File: config.mk
export PLATFORM = sky130hd
export DESIGN_NAME = trace_capture_ctrl
export DESIGN_NICKNAME = d
export VERILOG_FILES = /design/src/rtl/trace_capture_ctrl.sv
export SDC_FILE = /design/constraint.sdc
export NUM_CORES = 1
export LEC_CHECK = 0
export CAP_MARGIN = 40
export CORE_UTILIZATION = 40
export CTS_CLUSTER_DIAMETER = 40
export CTS_CLUSTER_SIZE = 24
export DETAILED_ROUTE_END_ITERATION = 6
export PLACE_DENSITY = 0.73
export REMOVE_ABC_BUFFERS = 1
export SLEW_MARGIN = 5
export SYNTH_ARGS = -nofsm -noshare
export SYNTH_HDL_FRONTEND = slang
export SYNTH_SLANG_ARGS = --single-unit
File: constraint.sdc
create_clock -name trace_clk -period 3.55 [get_ports trace_clk]
set_input_delay 0.8875 -clock trace_clk [delete_from_list [all_inputs] [get_ports trace_clk]]
set_output_delay 0.8875 -clock trace_clk [all_outputs]
set_load 0.02 [all_outputs]
File: src/rtl/trace_capture_ctrl.sv
// Trace capture controller: arm, wait for stream sync, trigger with optional delay,
// then write samples into the capture FIFO until the limit, an overflow, or an abort.
module trace_capture_ctrl #(
  parameter int pCNT_WIDTH = 16
) (
  input  logic                  trace_clk,
  input  logic                  reset,
  input  logic                  I_arm,
  input  logic                  I_abort,
  input  logic                  I_trig,
  input  logic                  I_synchronized,
  input  logic                  I_data_valid,
  input  logic                  I_fifo_full,
  input  logic [pCNT_WIDTH-1:0] I_max_samples,
  input  logic [pCNT_WIDTH-1:0] I_trig_delay,
  output logic                  O_armed,
  output logic                  O_capturing,
  output logic                  O_fifo_wr,
  output logic                  O_trig_out,
  output logic                  O_done,
  output logic                  O_overflow,
  output logic [pCNT_WIDTH-1:0] O_sample_count
);

  typedef enum logic [2:0] {
    IDLE,
    WAIT_SYNC,
    ARMED,
    DELAY,
    CAPTURE,
    DONE
  } state_t;

  state_t state, next_state;

  logic                  arm_q;
  logic                  primed;
  logic                  arm_edge;
  logic                  wr;
  logic                  ovf_event;
  logic                  limit_hit;
  logic [pCNT_WIDTH:0]   count_inc;
  logic [pCNT_WIDTH-1:0] delay_cnt;
  logic                  next_armed;
  logic                  next_capturing;
  logic                  next_done;
  logic                  next_trig_out;

  // primed stays low for the first edge after reset so an I_arm already high is not an edge
  assign arm_edge  = I_arm & ~arm_q & primed;
  assign wr        = O_capturing & I_data_valid & ~I_fifo_full;
  assign ovf_event = O_capturing & I_data_valid & I_fifo_full;
  assign count_inc = {1'b0, O_sample_count} + (pCNT_WIDTH + 1)'(1);
  assign limit_hit = (I_max_samples != '0) && (count_inc >= {1'b0, I_max_samples});
  assign O_fifo_wr = wr;

  always_ff @(posedge trace_clk or posedge reset) begin
    if (reset) begin
      state       <= IDLE;
      O_armed     <= 1'b0;
      O_capturing <= 1'b0;
      O_done      <= 1'b0;
      O_trig_out  <= 1'b0;
    end else begin
      state       <= next_state;
      O_armed     <= next_armed;
      O_capturing <= next_capturing;
      O_done      <= next_done;
      O_trig_out  <= next_trig_out;
    end
  end

  always_comb begin
    next_state = state;
    if (I_abort) begin
      next_state = IDLE;
    end else begin
      case (state)
        IDLE:      if (arm_edge) next_state = I_synchronized ? ARMED : WAIT_SYNC;
        WAIT_SYNC: if (I_synchronized) next_state = ARMED;
        ARMED:     if (I_trig) next_state = (I_trig_delay == '0) ? CAPTURE : DELAY;
        DELAY:     if (delay_cnt <= (pCNT_WIDTH)'(1)) next_state = CAPTURE;
        CAPTURE:   if (ovf_event || (wr && limit_hit)) next_state = DONE;
        DONE:      if (!I_arm) next_state = IDLE;
        default:   next_state = IDLE;
      endcase
    end
  end

  // Outputs are decoded from the next state so they come straight out of flops
  always_comb begin
    next_armed     = (next_state == WAIT_SYNC) || (next_state == ARMED) || (next_state == DELAY);
    next_capturing = (next_state == CAPTURE);
    next_done      = (next_state == DONE);
    next_trig_out  = (next_state == CAPTURE) && (state != CAPTURE);
  end

  always_ff @(posedge trace_clk or posedge reset) begin
    if (reset) begin
      arm_q          <= 1'b0;
      primed         <= 1'b0;
      delay_cnt      <= '0;
      O_sample_count <= '0;
      O_overflow     <= 1'b0;
    end else begin
      arm_q  <= I_arm;
      primed <= 1'b1;
      if (!I_abort && (state == ARMED) && I_trig) begin
        delay_cnt <= I_trig_delay;
      end else if ((state == DELAY) && (delay_cnt != '0)) begin
        delay_cnt <= delay_cnt - (pCNT_WIDTH)'(1);
      end
      // Abort leaves the count and overflow flag intact for software to read back
      if (!I_abort && (state == IDLE) && arm_edge) begin
        O_sample_count <= '0;
        O_overflow     <= 1'b0;
      end else begin
        if (wr && (O_sample_count != '1)) O_sample_count <= count_inc[pCNT_WIDTH-1:0];
        if (ovf_event) O_overflow <= 1'b1;
      end
    end
  end

endmodule

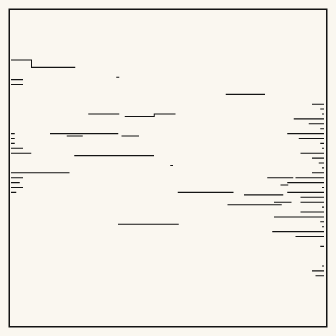
Run 1: the metal 3 layer
main direction: horizontal
longest straight run: 21.8 µm

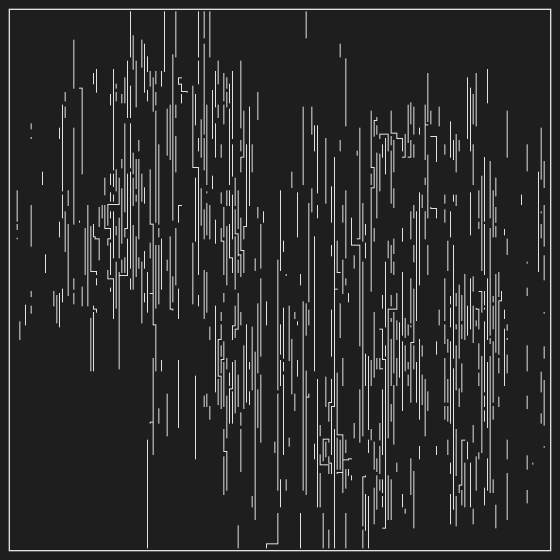
Run 1: metal 2
nets with wire on the layer: 379
share of all routed wire: 48%
wire length on this layer: 3310 µm
main direction: vertical
longest straight run: 40.5 µm

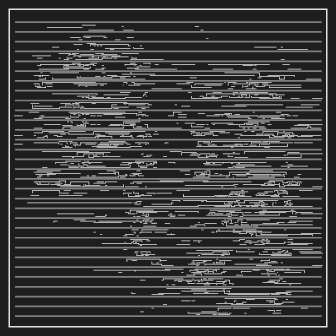
Run 1: metal 1
Supply wires on this layer in grey.
wire length on this layer: 3230 µm
share of all routed wire: 46%
nets with wire on the layer: 395

==> flow_summary.ini, run 1 <==
; implementation run metrics
[power_and_ir_drop]
seqPwrFrac_pct = 51.4
vdd_drop_max_mv = 0.232

[route]
wl_per_cell_um = 14.1
routed.top_layer = met4
viasPerCell = 5.37

[cells_and_area]
signal_buffers = 65
clkCellAreaFrac_pct = 2.12
area_growth_pct = 26.6

[grt]
grtUsageMet3_pct = 3.49

[final_timing]
maxSlewHeadroom_pct = 44.0
tns_ns = 0

[cts]
clkLatencyLatePin_ns = 0.30
clockBufferDepth = 2

[worst_setup_path]
worstPathArrival_ns = 2.35
cp_cell_sequence = clkdlybuf4s50_1, nand2_1, nor2_1, clkdlybuf4s50_1
r2r_slack_ns = 0.40
path_common_cell = clkdlybuf4s50_1
r2r_end = O_capturing$_DFF_PP0_

[yosys]
netlist_instances = 338

[floorplan]
pin_count = 62

[status]
status = finished, final reports clean
-- run 1: sequential cells by signal (all words and copies together) (netlist names) --
name and cells:
O_overflow 1, arm_q 1, O_trig_out 1, O_done 1
primed 1, O_armed 1, O_sample_count 16, state 3
O_capturing 1, delay_cnt 16
-- run 1: worst reg2reg max path, delay by kind of cell (launching register included) --
kind,cells,cell delay [ns]
adder cells (fa/ha/maj),2,0.55
XOR/XNOR,1,0.16
AND/OR/NAND/NOR,5,0.94
flip-flops,1,0.49
AND-OR/OR-AND,3,0.96
-- run 1: kinds of logic (layout without fill, tap and decap cells) --
group,Yosys count,in the layout,share of synthesized area [%]
AOI/OAI and AO/OA,73,73,18.1
xor gates and xnor gates,27,27,8.06
adders and majority gates,19,19,8.10
buffers and inverters,37,97,5.20
DFF,42,42,35.8
muxes,1,1,0.341
other,1,1,0.128
and+or+nand+nor,138,138,24.3
-- run 1: how the worst max path moves through the flow --
stage          slack [ns]                     to  cells past startpoint
2_1_floorplan        0.61  O_capturing$_DFF_PP0_                     12
3_3_place_gp         0.36              O_fifo_wr                      4
3_5_place_dp         0.32              O_fifo_wr                      4
4_1_cts              0.31              O_fifo_wr                      4
5_1_grt              0.21  O_capturing$_DFF_PP0_                     11
6_report             0.31              O_fifo_wr                      4
-- run 1: stage by stage --
| step | cells | power, µW | area, µm² |
|---|---|---|---|
| global route | 494 | 1380 | 3720 |
| detailed placement | 487 | 1000 | 3640 |
| finish | 494 | 1290 | 3720 |
| global placement | 487 | 987 | 3640 |
| floorplan | 326 | 876 | 2880 |
| CTS | 494 | 1300 | 3720 |
==> inputs of run 2 (changes only) <==
--- a/config.mk
+++ b/config.mk
@@ -5,11 +5,12 @@
 export SDC_FILE = /design/constraint.sdc
 export NUM_CORES = 1
 export LEC_CHECK = 0
-export CAP_MARGIN = 40
+export CAP_MARGIN = 20
 export CORE_UTILIZATION = 40
 export CTS_CLUSTER_DIAMETER = 40
 export CTS_CLUSTER_SIZE = 24
 export DETAILED_ROUTE_END_ITERATION = 6
+export GPL_TIMING_DRIVEN = 1
 export PLACE_DENSITY = 0.73
 export REMOVE_ABC_BUFFERS = 1
 export SLEW_MARGIN = 5
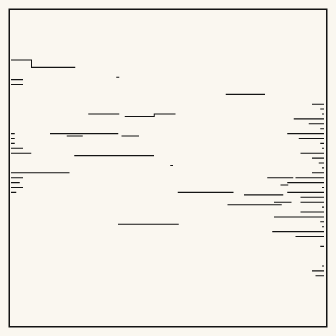
Run 2: the metal 3 layer
wire length on this layer: 351 µm
main direction: horizontal
nets with wire on the layer: 56

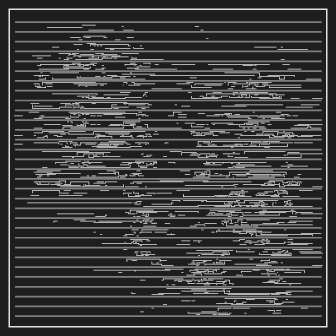
Run 2: metal 1
Supply wires on this layer in grey.
wire length on this layer: 3230 µm
nets with wire on the layer: 395
longest straight run: 29.0 µm

==> flow_summary.ini, run 2 <==
; implementation run metrics
[power_and_ir_drop]
seqPwrFrac_pct = 51.4
powerClk_uw = 296
vdd_drop_max_mv = 0.232
swShare_pct = 33.4
power_leakage_uw = 0.00157

[floorplan]
dieArea_um2 = 7690
pin_count = 62

[cts]
clockBufferDepth = 2
clkLatencyLatePin_ns = 0.30
htreeDepth = 2

[job]
maxCapViolations = 0
warnings = 26

[cells_and_area]
design_area_um2 = 3720
largestRegisters = O_sample_count: 16 flops, delay_cnt: 16 flops, state: 3 flops
final_cells = 494
area_growth_pct = 26.6

[grt]
grt_start_max_net_pins = 43
grt_pass1_wl_mm = 11.6

[yosys]
synth_flops = 42
ys_sh_simple_pct = 24.3
netlist_instances = 338
ys_warn_count = 0
adder_share_pct = 8.10
ys_sh_aoi_pct = 18.1
syn-cell-area_um2 = 2940
yosys_cells = 338
synthXorXnorAreaFrac_pct = 8.06
synth-edff-count = 0
ys_top_logic_family = simple AND/OR/NAND/NOR gates
muxShareOfSynthArea_pct = 0.341

[final_timing]
worstMarginPinSlew_ns = 0.840
maxSlewHeadroom_pct = 44.0
tns_ns = 0

[min_path]
holdPathStages = 1
worstHoldEndpoint = delay_cnt[8]$_DFFE_PP0P_
hp-start = delay_cnt[8]$_DFFE_PP0P_

[route]
viasPerCell = 5.37
ant_nets = 0
wirelength_mm = 6.96
firstDrtPassIters = 4
via_count = 2652
wl_per_cell_um = 14.1

[worst_setup_path]
r2r_end = O_capturing$_DFF_PP0_
r2r_slack_ns = 0.40
r2r_cells = 11
worstPathArrival_ns = 2.35

[placement]
routabilityCongestion = 0.883
dp.cells = 487
placed_cell_area_um2 = 3640

[status]
status = finished, final reports clean
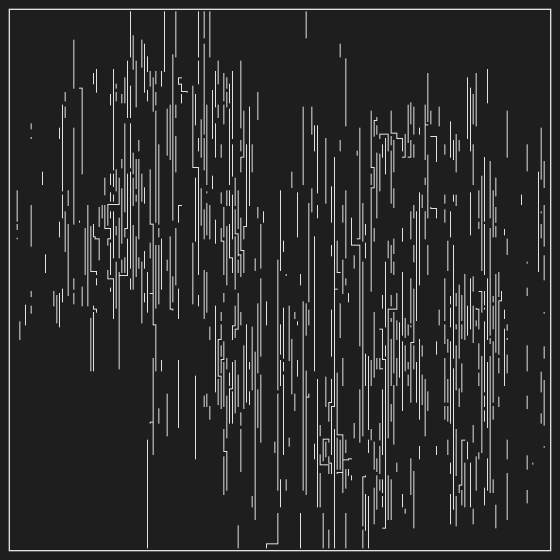
Run 2: metal 2
wire length on this layer: 3310 µm
nets with wire on the layer: 379
share of all routed wire: 48%

-- run 2: cell counts after synthesis --
Identical to the previous run, type by type.
-- run 2: stage by stage --
step           hold slack, ns  worst slack, ns  util, %  power, µW
2_1_floorplan           0.425            0.606        -        876
3_3_place_gp            0.444            0.355     52.4        987
3_5_place_dp            0.448            0.320     52.4       1000
4_1_cts                 0.464            0.312     53.5       1300
5_1_grt                 0.503            0.208     53.5       1380
6_report                0.461            0.308     53.5       1290
-- run 2: layout make-up --
class	count	area, µm²
fill	653	3230
multi-input combinational	259	1730
sequential	42	1050
timing repair buffer	65	641
tap	96	120
inverter	25	93.8
clock buffer	5	68.8
clock inverter	2	10.0
-- run 2: logic make-up after synthesis --
kind of cell | Yosys count
simple gates | 138
compound gates | 73
flops | 42
buf+inv | 37
xor+xnor | 27
fa+ha+maj | 19
other cells | 1
mux | 1
-- run 2: critical path, cell delays in order --
cell             delay [ns]
clkdlybuf4s50_1        0.51
nand2_1                0.09
nor2_1                 0.22
clkdlybuf4s50_1        0.65
-- run 2: worst max-delay path by stage --
stage                             startpoint               endpoint  slack (ns)
4_1_cts                         I_data_valid              O_fifo_wr        0.31
5_1_grt        O_sample_count[0]$_DFFE_PP0P_  O_capturing$_DFF_PP0_        0.21
3_5_place_dp                    I_data_valid              O_fifo_wr        0.32
6_report                        I_data_valid              O_fifo_wr        0.31
2_1_floorplan  O_sample_count[0]$_DFFE_PP0P_  O_capturing$_DFF_PP0_        0.61
3_3_place_gp                    I_data_valid              O_fifo_wr        0.36
-- run 2: layer usage --
layer	global-route usage, %	part of all wire, %
met1	25.4	46
met2	32.5	48
met3	3.49	5.0
met4	5.81	1.0
met5	0	0
==> inputs of run 3 (changes only) <==
--- a/config.mk
+++ b/config.mk
@@ -11,7 +11,7 @@
 export CTS_CLUSTER_SIZE = 24
 export DETAILED_ROUTE_END_ITERATION = 6
 export GPL_TIMING_DRIVEN = 1
-export PLACE_DENSITY = 0.73
+export PLACE_DENSITY_LB_ADDON = 0.3
 export REMOVE_ABC_BUFFERS = 1
 export SLEW_MARGIN = 5
 export SYNTH_ARGS = -nofsm -noshare
==> flow_summary.ini, run 3 <==
; implementation run metrics
[status]
status = finished, final reports clean

[route]
firstDrtPassIters = 4
met2_length_mm = 3.26
via_count = 2686
routed.top_layer = met4
met1Wirelength_mm = 3.34
wl_met3_um = 323
viasPerCell = 5.43

[worst_setup_path]
worstPathArrival_ns = 2.43
critPathTopFamily = buffers and inverters
slowest_stage = clkdlybuf4s50_1
critPathMaxStageDelay_ns = 0.67
path_common_cell = clkdlybuf4s50_1
cp_cell_sequence = clkdlybuf4s50_1, nand2_1, nor2_1, clkdlybuf4s50_1

[placement]
dp.cells = 487
post-place-ws_ns = 0.257

[power_and_ir_drop]
vdd_drop_max_mv = 0.195

[job]
warnings = 26
maxCapViolations = 0

[yosys]
yosys_cells = 338
synth-edff-count = 0
syn-cell-area_um2 = 2940

[cells_and_area]
fin_util_pct = 53.7
design_area_um2 = 3730
area_growth_pct = 27.2
comb_area_um2 = 1730
final_cells = 495

[grt]
grt.busiest_layer = met2
grt_pass1_wl_mm = 11.5

[final_timing]
setup_ws_ns = 0.234
maxSlewHeadroom_pct = 43.1

[floorplan]
dieArea_um2 = 7690
pin_count = 62

[cts]
clkLatencyLatePin_ns = 0.30
htreeDepth = 2
## run 3: netlist changes by cell type in the layout (fill, tap and decap cells not counted), sizes merged
cell | before | now
clkbuf | 5 | 6
clkinvlp | 0 | 1
clkinv | 2 | 1
## run 3: cells by family (layout without fill, tap and decap cells)
group	after synthesis	after routing	share of synthesized area [%]
other	1	1	0.128
DFF	42	42	35.8
adders and majority gates	19	19	8.10
buffers and inverters	37	98	5.20
muxes	1	1	0.341
AOI/OAI and AO/OA	73	73	18.1
xor gates and xnor gates	27	27	8.06
and+or+nand+nor	138	138	24.3
## run 3: power groups by stage
stage          Clock (µW)  Combinational (µW)  Sequential (µW)
2_1_floorplan           0                 228              648
3_3_place_gp            0                 324              664
3_5_place_dp            0                 336              667
4_1_cts               339                 337              659
5_1_grt               358                 380              676
6_report              330                 336              661
## run 3: cell type report
type	count	share of cell area, %
Multi-Input combinational cell	259	46.4
Sequential cell	42	28.2
Timing Repair Buffer	65	17.2
Tap cell	96	3.22
Inverter	25	2.51
Clock buffer	6	2.21
Clock inverter	2	0.335
## run 3: worst paths after layout
path | startpoint | to | slack, ns | depth (start not counted)
setup / recovery | I_data_valid | O_fifo_wr | 0.23 | 4
hold / removal | delay_cnt[8]$_DFFE_PP0P_ | delay_cnt[8]$_DFFE_PP0P_ | 0.46 | 1
setup reg to reg | O_sample_count[0]$_DFFE_PP0P_ | O_capturing$_DFF_PP0_ | 0.37 | 11
hold reg to reg | delay_cnt[8]$_DFFE_PP0P_ | delay_cnt[8]$_DFFE_PP0P_ | 0.46 | 1
max in group asynchronous | reset | O_overflow$_DFFE_PP0P_ | 2.14 | 3
min in group asynchronous | reset | delay_cnt[3]$_DFFE_PP0P_ | 1.02 | 3
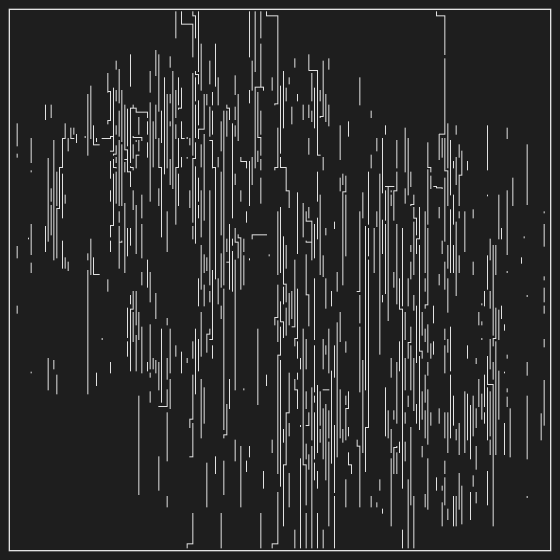
Run 3: metal 2
wire length on this layer: 3260 µm
longest straight run: 29.2 µm
share of all routed wire: 47%
main direction: vertical

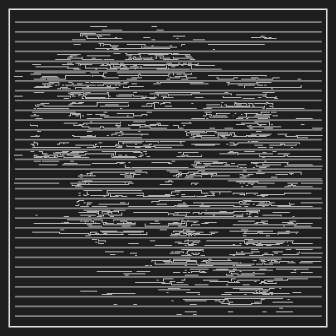
Run 3: metal 1
Supply wires on this layer in grey.
longest straight run: 27.6 µm
nets with wire on the layer: 411
main direction: horizontal

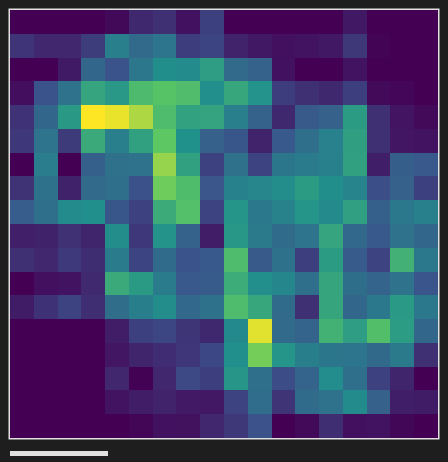
Run 3: routed metal per tile
Scale bar: 20 µm. 18 x 18 tiles, from dark purple (low) to yellow (high), scaled to the fullest tile. Values are wire area over tile area, all layers added.
densest ninth of the die: middle
nearly empty tiles: 17%
emptiest ninth of the die: bottom left
tiles over half the peak: 16%
mean over tiles: 0.14
fullest tile: 0.52

Power figures rest on the tool's default switching activity, not on a simulated workload.
